### config.mk
export PLATFORM = sky130hd
export DESIGN_NAME = alu_sequencer
export DESIGN_NICKNAME = d
export VERILOG_FILES = /design/src/rtl/alu_seq_pkg.sv /design/src/rtl/alu_regfile.sv /design/src/rtl/alu_sequencer.sv
export SDC_FILE = /design/constraint.sdc
export NUM_CORES = 1
export LEC_CHECK = 0
export ABC_AREA = 1
export ABC_CLOCK_PERIOD_IN_PS = 5400
export CAP_MARGIN = 20
export CORE_ASPECT_RATIO = 1.4
export CORE_UTILIZATION = 45
export CTS_CLUSTER_SIZE = 16
export DETAILED_ROUTE_END_ITERATION = 7
export PLACE_DENSITY = 0.82
export SLEW_MARGIN = 0
export SYNTH_ARGS = -nofsm -noshare
export SYNTH_HDL_FRONTEND = slang
export SYNTH_SLANG_ARGS = --single-unit
### constraint.sdc
create_clock -name clk -period 5.4 [get_ports clk]
set_input_delay 1.08 -clock clk [delete_from_list [all_inputs] [get_ports clk]]
set_output_delay 1.08 -clock clk [all_outputs]
set_load 0.005 [all_outputs]
### src/rtl/alu_seq_pkg.sv
// ---------------------------------------------------------------------------
// alu_seq_pkg
// Shared definitions for the ALU sequencer slice: opcode constants, FSM
// state encoding, status bit positions, register-file geometry and the
// latched-instruction record.
// No ports (package).
// ---------------------------------------------------------------------------
package alu_seq_pkg;

    // Register file geometry
    localparam int REG_COUNT = 4;
    localparam int REG_WIDTH = 8;

    // ALU function codes; 1010-1110 are unused and treated as illegal
    localparam logic [3:0] OP_ADD     = 4'b0000;
    localparam logic [3:0] OP_SUB     = 4'b0001;
    localparam logic [3:0] OP_AND     = 4'b0010;
    localparam logic [3:0] OP_OR      = 4'b0011;
    localparam logic [3:0] OP_XOR     = 4'b0100;
    localparam logic [3:0] OP_NOT     = 4'b0101;
    localparam logic [3:0] OP_PASSB   = 4'b0110;
    localparam logic [3:0] OP_LSR     = 4'b0111;
    localparam logic [3:0] OP_LSL     = 4'b1000;
    localparam logic [3:0] OP_SET_ALL = 4'b1001;
    localparam logic [3:0] OP_LOADI   = 4'b1111;

    // Sequencer state encoding
    localparam logic [1:0] ST_IDLE = 2'd0;
    localparam logic [1:0] ST_EXEC = 2'd1;
    localparam logic [1:0] ST_WB   = 2'd2;

    // Bit positions inside the status word {overflow, carry, neg, zero}
    localparam int STATUS_ZERO  = 0;
    localparam int STATUS_NEG   = 1;
    localparam int STATUS_CARRY = 2;
    localparam int STATUS_OVF   = 3;

    // Everything captured when an instruction is accepted
    typedef struct packed {
        logic [3:0]           op;
        logic [1:0]           rd;
        logic [2:0]           shift;
        logic [REG_WIDTH-1:0] a;
        logic [REG_WIDTH-1:0] b;
        logic [REG_WIDTH-1:0] imm;
    } instr_t;

    // True for codes that go through the external ALU
    function automatic logic is_alu_op(input logic [3:0] op);
        return op <= OP_SET_ALL;
    endfunction

endpackage

### src/rtl/alu_regfile.sv
// ---------------------------------------------------------------------------
// alu_regfile
// 4 x 8 general register file: one synchronous write port, three
// combinational read ports, synchronous active-high reset to RST_VAL.
// Ports:
//   clk, reset                 clock / synchronous reset
//   we_i, waddr_i, wdata_i     write port (takes effect at rising edge)
//   raddr_a_i / rdata_a_o      read port A (operand A)
//   raddr_b_i / rdata_b_o      read port B (operand B)
//   raddr_dbg_i / rdata_dbg_o  debug read port
// ---------------------------------------------------------------------------
module alu_regfile
    import alu_seq_pkg::*;
#(
    parameter logic [7:0] RST_VAL = 8'h00
) (
    input  logic       clk,
    input  logic       reset,
    input  logic       we_i,
    input  logic [1:0] waddr_i,
    input  logic [7:0] wdata_i,
    input  logic [1:0] raddr_a_i,
    input  logic [1:0] raddr_b_i,
    input  logic [1:0] raddr_dbg_i,
    output logic [7:0] rdata_a_o,
    output logic [7:0] rdata_b_o,
    output logic [7:0] rdata_dbg_o
);

    logic [REG_WIDTH-1:0] regs_q [REG_COUNT];

    // Reset has priority over a write, so an instruction in flight when
    // reset hits never lands in the register file.
    always_ff @(posedge clk) begin
        if (reset) begin
            for (int i = 0; i < REG_COUNT; i++) begin
                regs_q[i] <= RST_VAL;
            end
        end else if (we_i) begin
            regs_q[waddr_i] <= wdata_i;
        end
    end

    // Reads see the stored value, so a register being written this cycle
    // still reads its old contents until the next cycle.
    assign rdata_a_o   = regs_q[raddr_a_i];
    assign rdata_b_o   = regs_q[raddr_b_i];
    assign rdata_dbg_o = regs_q[raddr_dbg_i];

endmodule

### src/rtl/alu_sequencer.sv
// ---------------------------------------------------------------------------
// alu_sequencer
// Accepts one instruction at a time, drives the external ALU from latched
// operands for one cycle, writes the result back and pulses done.
// IDLE -> EXEC -> WB -> IDLE, one instruction per three cycles.
// Ports:
//   clk, reset                        clock / synchronous active-high reset
//   in_valid / in_ready               instruction handshake
//   in_op, in_rd, in_rs1, in_rs2      opcode and register indices
//   in_use_imm, in_imm, in_shift      operand B select, immediate, shift
//   alu_function_select, alu_shift,
//   alu_a, alu_b                      operands driven to the external ALU
//   alu_f, alu_zero, alu_neg,
//   alu_carry, alu_overflow           result and flags from the ALU
//   done, err                         retire pulse and illegal-op flag
//   status                            {overflow, carry, neg, zero}
//   dbg_addr / dbg_data               debug register read
// ---------------------------------------------------------------------------
module alu_sequencer
    import alu_seq_pkg::*;
#(
    parameter logic [7:0] REG_RST_VAL = 8'h00
) (
    input  logic       clk,
    input  logic       reset,
    input  logic       in_valid,
    output logic       in_ready,
    input  logic [3:0] in_op,
    input  logic [1:0] in_rd,
    input  logic [1:0] in_rs1,
    input  logic [1:0] in_rs2,
    input  logic       in_use_imm,
    input  logic [7:0] in_imm,
    input  logic [2:0] in_shift,
    output logic [3:0] alu_function_select,
    output logic [2:0] alu_shift,
    output logic [7:0] alu_a,
    output logic [7:0] alu_b,
    input  logic [7:0] alu_f,
    input  logic       alu_zero,
    input  logic       alu_neg,
    input  logic       alu_carry,
    input  logic       alu_overflow,
    output logic       done,
    output logic       err,
    output logic [3:0] status,
    input  logic [1:0] dbg_addr,
    output logic [7:0] dbg_data
);

    logic [1:0] state_q, state_d;
    instr_t     instr_q, instr_d;
    logic [3:0] status_q, status_d;

    logic       op_is_alu;
    logic       op_is_loadi;
    logic       reg_we;
    logic [7:0] reg_wdata;
    logic [7:0] rs1_data;
    logic [7:0] rs2_data;

    assign op_is_alu   = is_alu_op(instr_q.op);
    assign op_is_loadi = (instr_q.op == OP_LOADI);

    alu_regfile #(
        .RST_VAL(REG_RST_VAL)
    ) u_regfile (
        .clk         (clk),
        .reset       (reset),
        .we_i        (reg_we),
        .waddr_i     (instr_q.rd),
        .wdata_i     (reg_wdata),
        .raddr_a_i   (in_rs1),
        .raddr_b_i   (in_rs2),
        .raddr_dbg_i (dbg_addr),
        .rdata_a_o   (rs1_data),
        .rdata_b_o   (rs2_data),
        .rdata_dbg_o (dbg_data)
    );

    // Write-back happens on the EXEC -> WB edge; illegal codes write nothing.
    always_comb begin
        reg_we    = (state_q == ST_EXEC) && (op_is_alu || op_is_loadi);
        reg_wdata = op_is_loadi ? instr_q.imm : alu_f;
    end

    // Next-state logic. Operands are captured at acceptance so a later
    // write to a source register cannot disturb the instruction in flight,
    // and the latches are left alone outside IDLE so the ALU inputs hold.
    always_comb begin
        state_d  = state_q;
        instr_d  = instr_q;
        status_d = status_q;
        case (state_q)
            ST_IDLE: begin
                if (in_valid) begin
                    instr_d.op    = in_op;
                    instr_d.rd    = in_rd;
                    instr_d.shift = in_shift;
                    instr_d.a     = rs1_data;
                    instr_d.b     = in_use_imm ? in_imm : rs2_data;
                    instr_d.imm   = in_imm;
                    state_d       = ST_EXEC;
                end
            end
            ST_EXEC: begin
                if (op_is_alu) begin
                    status_d[STATUS_OVF]   = alu_overflow;
                    status_d[STATUS_CARRY] = alu_carry;
                    status_d[STATUS_NEG]   = alu_neg;
                    status_d[STATUS_ZERO]  = alu_zero;
                end
                state_d = ST_WB;
            end
            ST_WB: begin
                state_d = ST_IDLE;
            end
            default: begin
                state_d = ST_IDLE;
            end
        endcase
    end

    // State registers with synchronous reset
    always_ff @(posedge clk) begin
        if (reset) begin
            state_q  <= ST_IDLE;
            instr_q  <= '0;
            status_q <= '0;
        end else begin
            state_q  <= state_d;
            instr_q  <= instr_d;
            status_q <= status_d;
        end
    end

    assign in_ready            = (state_q == ST_IDLE);
    assign done                = (state_q == ST_WB);
    assign err                 = done && !(op_is_alu || op_is_loadi);
    assign status              = status_q;
    assign alu_function_select = instr_q.op;
    assign alu_shift           = instr_q.shift;
    assign alu_a               = instr_q.a;
    assign alu_b               = instr_q.b;

endmodule
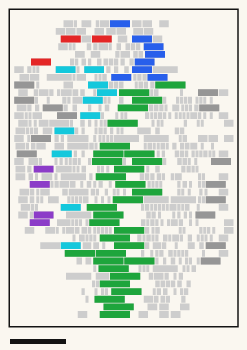
Run 1: register map, names as in the netlist
The bar under the picture is 20 µm long. Other sequential cells in the stronger gray, the rest of the logic in the fainter gray.
| color | name in the netlist | sequential cells |
|---|---|---|
| green | u_regfile.regs_q | 32 |
| red | alu_shift | 3 |
| blue | alu_b | 8 |
| cyan | instr_q | 10 |
| purple | alu_function_select | 4 |
not colored: 14
register area: 0.00174 mm²
post-layout util: 0.576
sequential share of cell area: 0.364

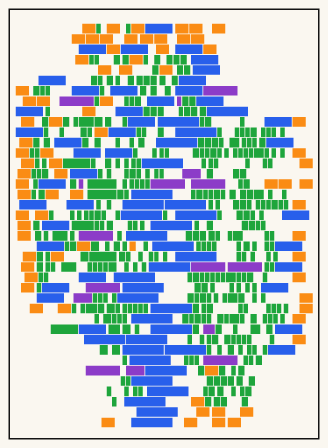
Run 1: placement by cell class
| color | class | cells | share of their area |
|---|---|---|---|
| blue | flip-flops | 71 | 37% |
| purple | clock drivers and dummy loads | 16 | 6.6% |
| green | all other logic | 400 | 39% |
| orange | other buffers and delay cells | 77 | 16% |
Core Region: 0.00830 mm²
Cell Rows: 39

==> run summary, run 1 <==
Power share of the sequential group: 0.435
RePlAce Congestion: 0.907
Layout cells sized above 1: 0.0674
Routed WL: 9.48 mm
Slew Limit Fails: 0
Count leader, synth: nor2_1
TritonCTS buffer count: 9
Post-synthesis sequential area ratio: 0.445
Worst clock skew: 0.00577 ns
Post-CTS Hold Fix Bufs: 0
Initial Util: 0.472
Worst Setup Path Type: input pin to output port
Routed Antenna Nets: 0
FF-to-FF Start: state_q[0]
Floorplan Nets: 558
Clock Latency Late Sink: 0.33 ns
Run status: finished clean
Initial antenna violation count: 0
Synth area leader: edfxtp_1
Distinct lib cells: 26
Post-synth regs: 71
Worst path bufs/invs: 3
Largest net degree at the start of global routing: 40
Post-synth EDFFs: 32
Antenna diode count: 0
Clock root cell: clkbuf_16
Yosys warns: 0
Vias post-DR: 3,445
Setup-failing EPs final: 0
Hold_sp: alu_shift[0]
Pre-CTS setup slack: 1.17 ns
Crit path cell chain: clkdlybuf4s50_1 -> inv_1 -> o21ai_0 -> a21oi_1 -> a21oi_1 -> clkdlybuf4s50_1
Drt via density: 5.17
Global router's overall resource usage: 0.230
Die Wd: 80.8 µm
Synth Cell Area: 0.00391 mm²
Finished Layout Cells: 666
Initial DRC count: 261
Internal: 1.08 mW
DRC: 0
I/O pins: 77
Layout Nets: 598
Top cells, area: edfxtp_1 (25%), dfxtp_1 (20%), nor2_1 (9.1%), nand2_1 (8.9%), o21ai_0 (6.1%)
Fin. Hold Viols: 0
Tcrit/Tclk final: 0.793
First-pass GRT wire length: 15.5 mm
Max FO, Critical Path: 24
Logic pwr share: 0.154
Top delay family on crit path: buffers and inverters
Grt total ovfl: 0
Sink Count: 71
Fin crit period: 4.28 ns
Post_cts resized: 0
DR WL/cell: 14.2 µm
Vias in the first global route: 3,348
Largest type area fraction: 0.246
Hold EP: alu_shift[0]
# Max-Cap Violations: 0
Clk buf depth: 2
I/O Buffers: 76
Setup bufs post-CTS: 0
Post-Syn Area per Cell: 7.54 µm²
Worst-Margin Slew: 0.983 ns
Die height: 112 µm
Sw frac: 0.252
Switching pwr: 0.366 mW
Static Leak: 2.10 nW
Clock power share: 0.412
Worst hold stages: 2
Crit start category: input pin
CP Launch Point: dbg_addr[0]
Most frequent cells after synthesis: nor2_1 (95), nand2_1 (93), inv_1 (59)
Placed insts: 649
Post-DP HPWL: 7.14 mm
FMAX: 234 MHz
Commonest flop: dfxtp_1
Final worst setup slack: 1.12 ns
Worst Setup EP: dbg_data[0]
Arrival time at the worst endpoint: 3.20 ns
Die Area: 0.00908 mm²
Required @ worst endpoint: 4.32 ns
Crit-path slowest cell: clkdlybuf4s50_1
Max_slew headroom: 0.343
Crit path largest cell delay: 0.69 ns
# H-tree levels: 3
Setup TNS: 0 ns
CP endpoint kind: output port
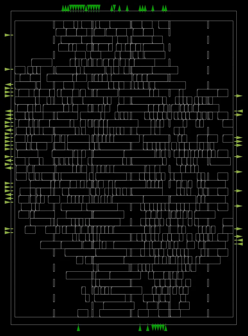
Run 1: placement view
# Taps: 102
sequential cell count: 71

-- run 1: registers in the layout, indices dropped and copies added, names as in the netlist --
signal               count
state_q                  2
alu_b                    8
u_regfile.regs_q        32
alu_a                    8
alu_function_select      4
instr_q                 10
alu_shift                3
status                   4
-- run 1: cells in the final DEF, fill, tap and decap left out, drive strengths merged --
cell	instances
nor2	102
nand2	100
clkdlybuf4s50	76
inv	63
o21ai	51
a21oi	40
dfxtp	39
nand3	33
edfxtp	32
clkbuf	15
o211ai	8
nand4	2
nor3	1
clkinv	1
buf	1
-- run 1: power groups by stage --
stage	clock network (mW)	registers (mW)	logic [mW]
global placement	0	0.640	0.216
detailed placement	0	0.641	0.221
finish	0.597	0.630	0.223
global route	0.628	0.634	0.249
CTS	0.606	0.630	0.223
floorplan	0	0.631	0.148
-- run 1: stage by stage --
stage / hold WS [ns] / power (mW) / area, µm²
floorplan: 0.454 / 0.779 / 3910
CTS: 0.490 / 1.46 / 4770
detailed placement: 0.478 / 0.862 / 4470
global route: 0.520 / 1.51 / 4780
global placement: 0.467 / 0.857 / 4470
finish: 0.489 / 1.45 / 4780
-- run 1: per-layer routing --
metal / GRT usage / share of wire
met2: 0.394 / 0.52
met1: 0.243 / 0.37
met3: 0.0561 / 0.059
met4: 0.150 / 0.047
met5: 0 / 0
-- run 1: cell type report --
class	count	area, µm²
sequential	71	1740
clock inverter	1	8.76
inverter	63	239
clock buffer	15	299
multi-input combinational	337	1600
timing repair buffer	77	766
tap	102	128
fill	752	3520
-- run 1: logic make-up after synthesis --
family | synth area share
AOI/OAI and AO/OA | 0.137
buffers and inverters | 0.147
and+or+nand+nor | 0.272
DFF | 0.445
Run 1, local utilization:
The die is cut into 8 by 11 equal tiles; white is low, dark blue is high, 0 to 100% covered.
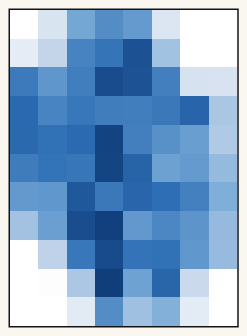

==> inputs of run 2 (changes only) <==
ABC_CLOCK_PERIOD_IN_PS = 4200   (was 5400)
clock period = 4.2 ns   (was 5.4 ns; I/O delays follow)
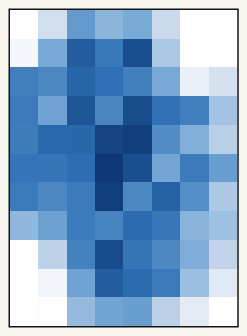
Run 2: local utilization
The die is cut into 8 by 11 equal tiles; white is low, dark blue is high, 0 to 100% covered.
fullest tile: 96%
nearly empty tiles: 11%
tiles over 75% full: 21%
densest ninth of the die: middle
emptiest ninth of the die: top right
Initial Util: 0.472
post-layout util: 0.582

==> run 2 against run 1 <==
Synthesized cell count stayed put. Routed wire length is 2.7% higher. Synthesized area stayed put. Non-clock buffer count is 4 higher. Sequential share of layout area is 0.37 points lower. Clock power is 36% higher. Via count stayed put. Hold slack better by 0.0020 ns. Sequential cell count stayed put.
==> run summary, run 2 <==
# Max-Cap Violations: 0 (unchanged)
Max reg flops: 32 (unchanged)
Internal: 1.43 mW (+32%)
Grt total ovfl: 0 (unchanged)
Placed insts: 653 (+0.62%)
Floorplan Nets: 558 (unchanged)
Global router's overall resource usage: 0.232 (+0.00232)
Routed WL: 9.74 mm (+2.7%)
R2R depth: 5
Vias in the first global route: 3,333 (-0.45%)
XORs/XNORs by Area: 0 (unchanged)
Max_slew headroom: 0.325 (-0.0178)
Synth Instances: 519
Setup bufs post-CTS: 0 (unchanged)
Post-CTS Hold Fix Bufs: 0 (unchanged)
Core Region: 0.00830 mm² (unchanged)
Clock root cell: clkbuf_16
Power share of the sequential group: 0.424 (-0.011)
Synth Cell Area: 0.00391 mm² (unchanged)
Routed Antenna Nets: 0 (unchanged)
Die Area: 0.00908 mm² (unchanged)
Post-synthesis sequential area ratio: 0.445 (unchanged)
Biggest register: u_regfile.regs_q
Clock power share: 0.424 (+0.012)
Initial DRC count: 253 (-3.1%)
Tool warnings: 26
Drt via density: 5.14 (-0.60%)
Largest type area fraction: 0.246 (unchanged)
Fin crit period: 3.44 ns
I/O pins: 77 (unchanged)
First-pass GRT wire length: 15.8 mm (+2.0%)
Commonest flop: dfxtp_1
Worst hold stages: 2 (unchanged)
Worst-Margin Slew: 1.01 ns (+0.0267 ns)
Layout cells sized above 1: 0.0739 (+0.00657)
Sw frac: 0.250 (-0.00221)
Count leader, synth: nor2_1
Post-DP HPWL: 7.29 mm (+2.1%)
Clock Latency Late Sink: 0.34 ns (about the same)
Reg2reg end: u_regfile.regs_q[2][5]
Fin. Hold Viols: 0 (unchanged)
Synth Area in Adders: 0 (unchanged)
Logic pwr share: 0.152 (-0.002)
I/O Buffers: 76 (unchanged)
Vias post-DR: 3,445 (unchanged)
Clk buf depth: 2 (unchanged)
Top cells, area: edfxtp_1 (25%), dfxtp_1 (20%), nor2_1 (9.1%), nand2_1 (8.9%), o21ai_0 (6.1%)
Post-synthesis compound-gate area fraction: 0.137 (unchanged)
Sink Count: 71 (unchanged)
Largest net degree at the start of global routing: 40 (unchanged)
Static Leak: 2.13 nW (+1.4%)
Biggest regs: u_regfile.regs_q: 32 flops, instr_q: 10 flops
Die height: 112 µm (unchanged)
Yosys warns: 0 (unchanged)
Post-Layout Inst Area: 0.00483 mm² (+1.0%)
Setup-failing EPs final: 0 (unchanged)
Synth area leader: edfxtp_1
Post-Syn Area per Cell: 7.54 µm² (unchanged)
Dpl cell area: 0.00450 mm² (+0.67%)
Post-synth regs: 71 (unchanged)
Multiplexer share: 0 (unchanged)
Comb power: 0.291 mW (+30%)
Finished Layout Cells: 670 (+0.60%)
Cell Rows: 39 (unchanged)
Post-synth EDFFs: 32 (unchanged)
Tcrit/Tclk final: 0.820
Distinct lib cells: 26 (unchanged)
DRC: 0 (unchanged)
Initial antenna violation count: 0 (unchanged)
Arrival time at the worst endpoint: 2.60 ns (-0.60 ns)
Crit start category: input pin
Layout Nets: 602 (+0.67%)
Dominant comb cell: simple AND/OR/NAND/NOR gates
Top cell excl fill/tap: nor2_1
Required @ worst endpoint: 3.36 ns (-0.96 ns)
Switching pwr: 0.478 mW (+31%)
Clock-net power: 0.811 mW (+36%)
FF-to-FF Start: alu_function_select[3]
Top pwr grp: sequential cells
Hold WS: 0.491 ns (+0.00200 ns)
Slew Limit Fails: 0 (unchanged)
# H-tree levels: 3 (unchanged)
TritonCTS buffer count: 9 (unchanged)
Setup TNS: 0 ns (unchanged)
Worst Setup Path Type: input pin to output port
Post_cts resized: 0 (unchanged)
RePlAce Congestion: 0.953 (+5.1%)
Die Wd: 80.8 µm (unchanged)
Simple share: 0.272 (unchanged)
Most frequent cells after synthesis: nor2_1 (95), nand2_1 (93), inv_1 (59)
Antenna diode count: 0 (unchanged)
CP endpoint kind: output port
Seq pwr: 0.811 mW (+29%)
Worst clock skew: 0.00842 ns (+0.00265 ns)
Max FO, Critical Path: 24 (unchanged)
Hold_sp: alu_shift[2]
Run status: finished clean
Hold EP: alu_shift[2]
Top cells excl fill/tap: nor2_1 (95), nand2_1 (93), clkdlybuf4s50_1 (76)
FMAX: 290 MHz
DR WL/cell: 14.5 µm (+2.1%)
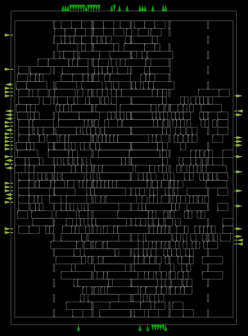
Run 2: placement view
sequential share of cell area: 0.361
Filler cells: 748

-- run 2: cell counts after synthesis --
Identical to the previous run, type by type.
-- run 2: layout make-up --
cell class | count | area, µm²
flip-flops and latches | 71 | 1740
fillers | 748 | 3470
clock buffers | 15 | 322
clock inverters | 1 | 5.00
repair buffers | 81 | 796
multi-input cells | 337 | 1600
well taps | 102 | 128
inverters | 63 | 239
-- run 2: through the flow --
step	worst slack, ns	utilization	total power, mW
after floorplan	1.79	-	1.00
after global placement	0.820	0.542	1.11
after detailed placement	0.773	0.542	1.11
after CTS	0.750	0.581	1.92
after global routing	0.555	0.582	1.99
final	0.755	0.582	1.91
-- run 2: routing by layer --
layer / part of all wire / wire length (µm) / track usage
met1: 0.39 / 3770 / 0.257
met2: 0.52 / 5020 / 0.402
met3: 0.054 / 524 / 0.0512
met4: 0.043 / 418 / 0.125
met5: 0 / 0 / 0
-- run 2: worst max path at each step --
| stage | slack (ns) | start | end | cells after the start |
|---|---|---|---|---|
| after floorplan | 1.79 | dbg_addr[0] | dbg_data[2] | 6 |
| after global placement | 0.82 | dbg_addr[0] | dbg_data[0] | 6 |
| after detailed placement | 0.77 | dbg_addr[0] | dbg_data[6] | 6 |
| after CTS | 0.75 | dbg_addr[0] | dbg_data[1] | 6 |
| after global routing | 0.56 | dbg_addr[0] | dbg_data[1] | 6 |
| final | 0.76 | dbg_addr[0] | dbg_data[1] | 6 |
-- run 2: critical path: stages --
cell and delay, ns:
clkdlybuf4s50_1 0.47, inv_1 0.27, o21ai_0 0.30, a21oi_1 0.07, a21oi_1 0.14, clkdlybuf4s50_1 0.51
-- run 2: cell families after synthesis --
| family | count (synthesis) |
|---|---|
| AOI/OAI and AO/OA | 99 |
| and+or+nand+nor | 238 |
| DFF | 71 |
| buffers and inverters | 111 |
Power figures rest on the tool's default switching activity, not on a simulated workload.
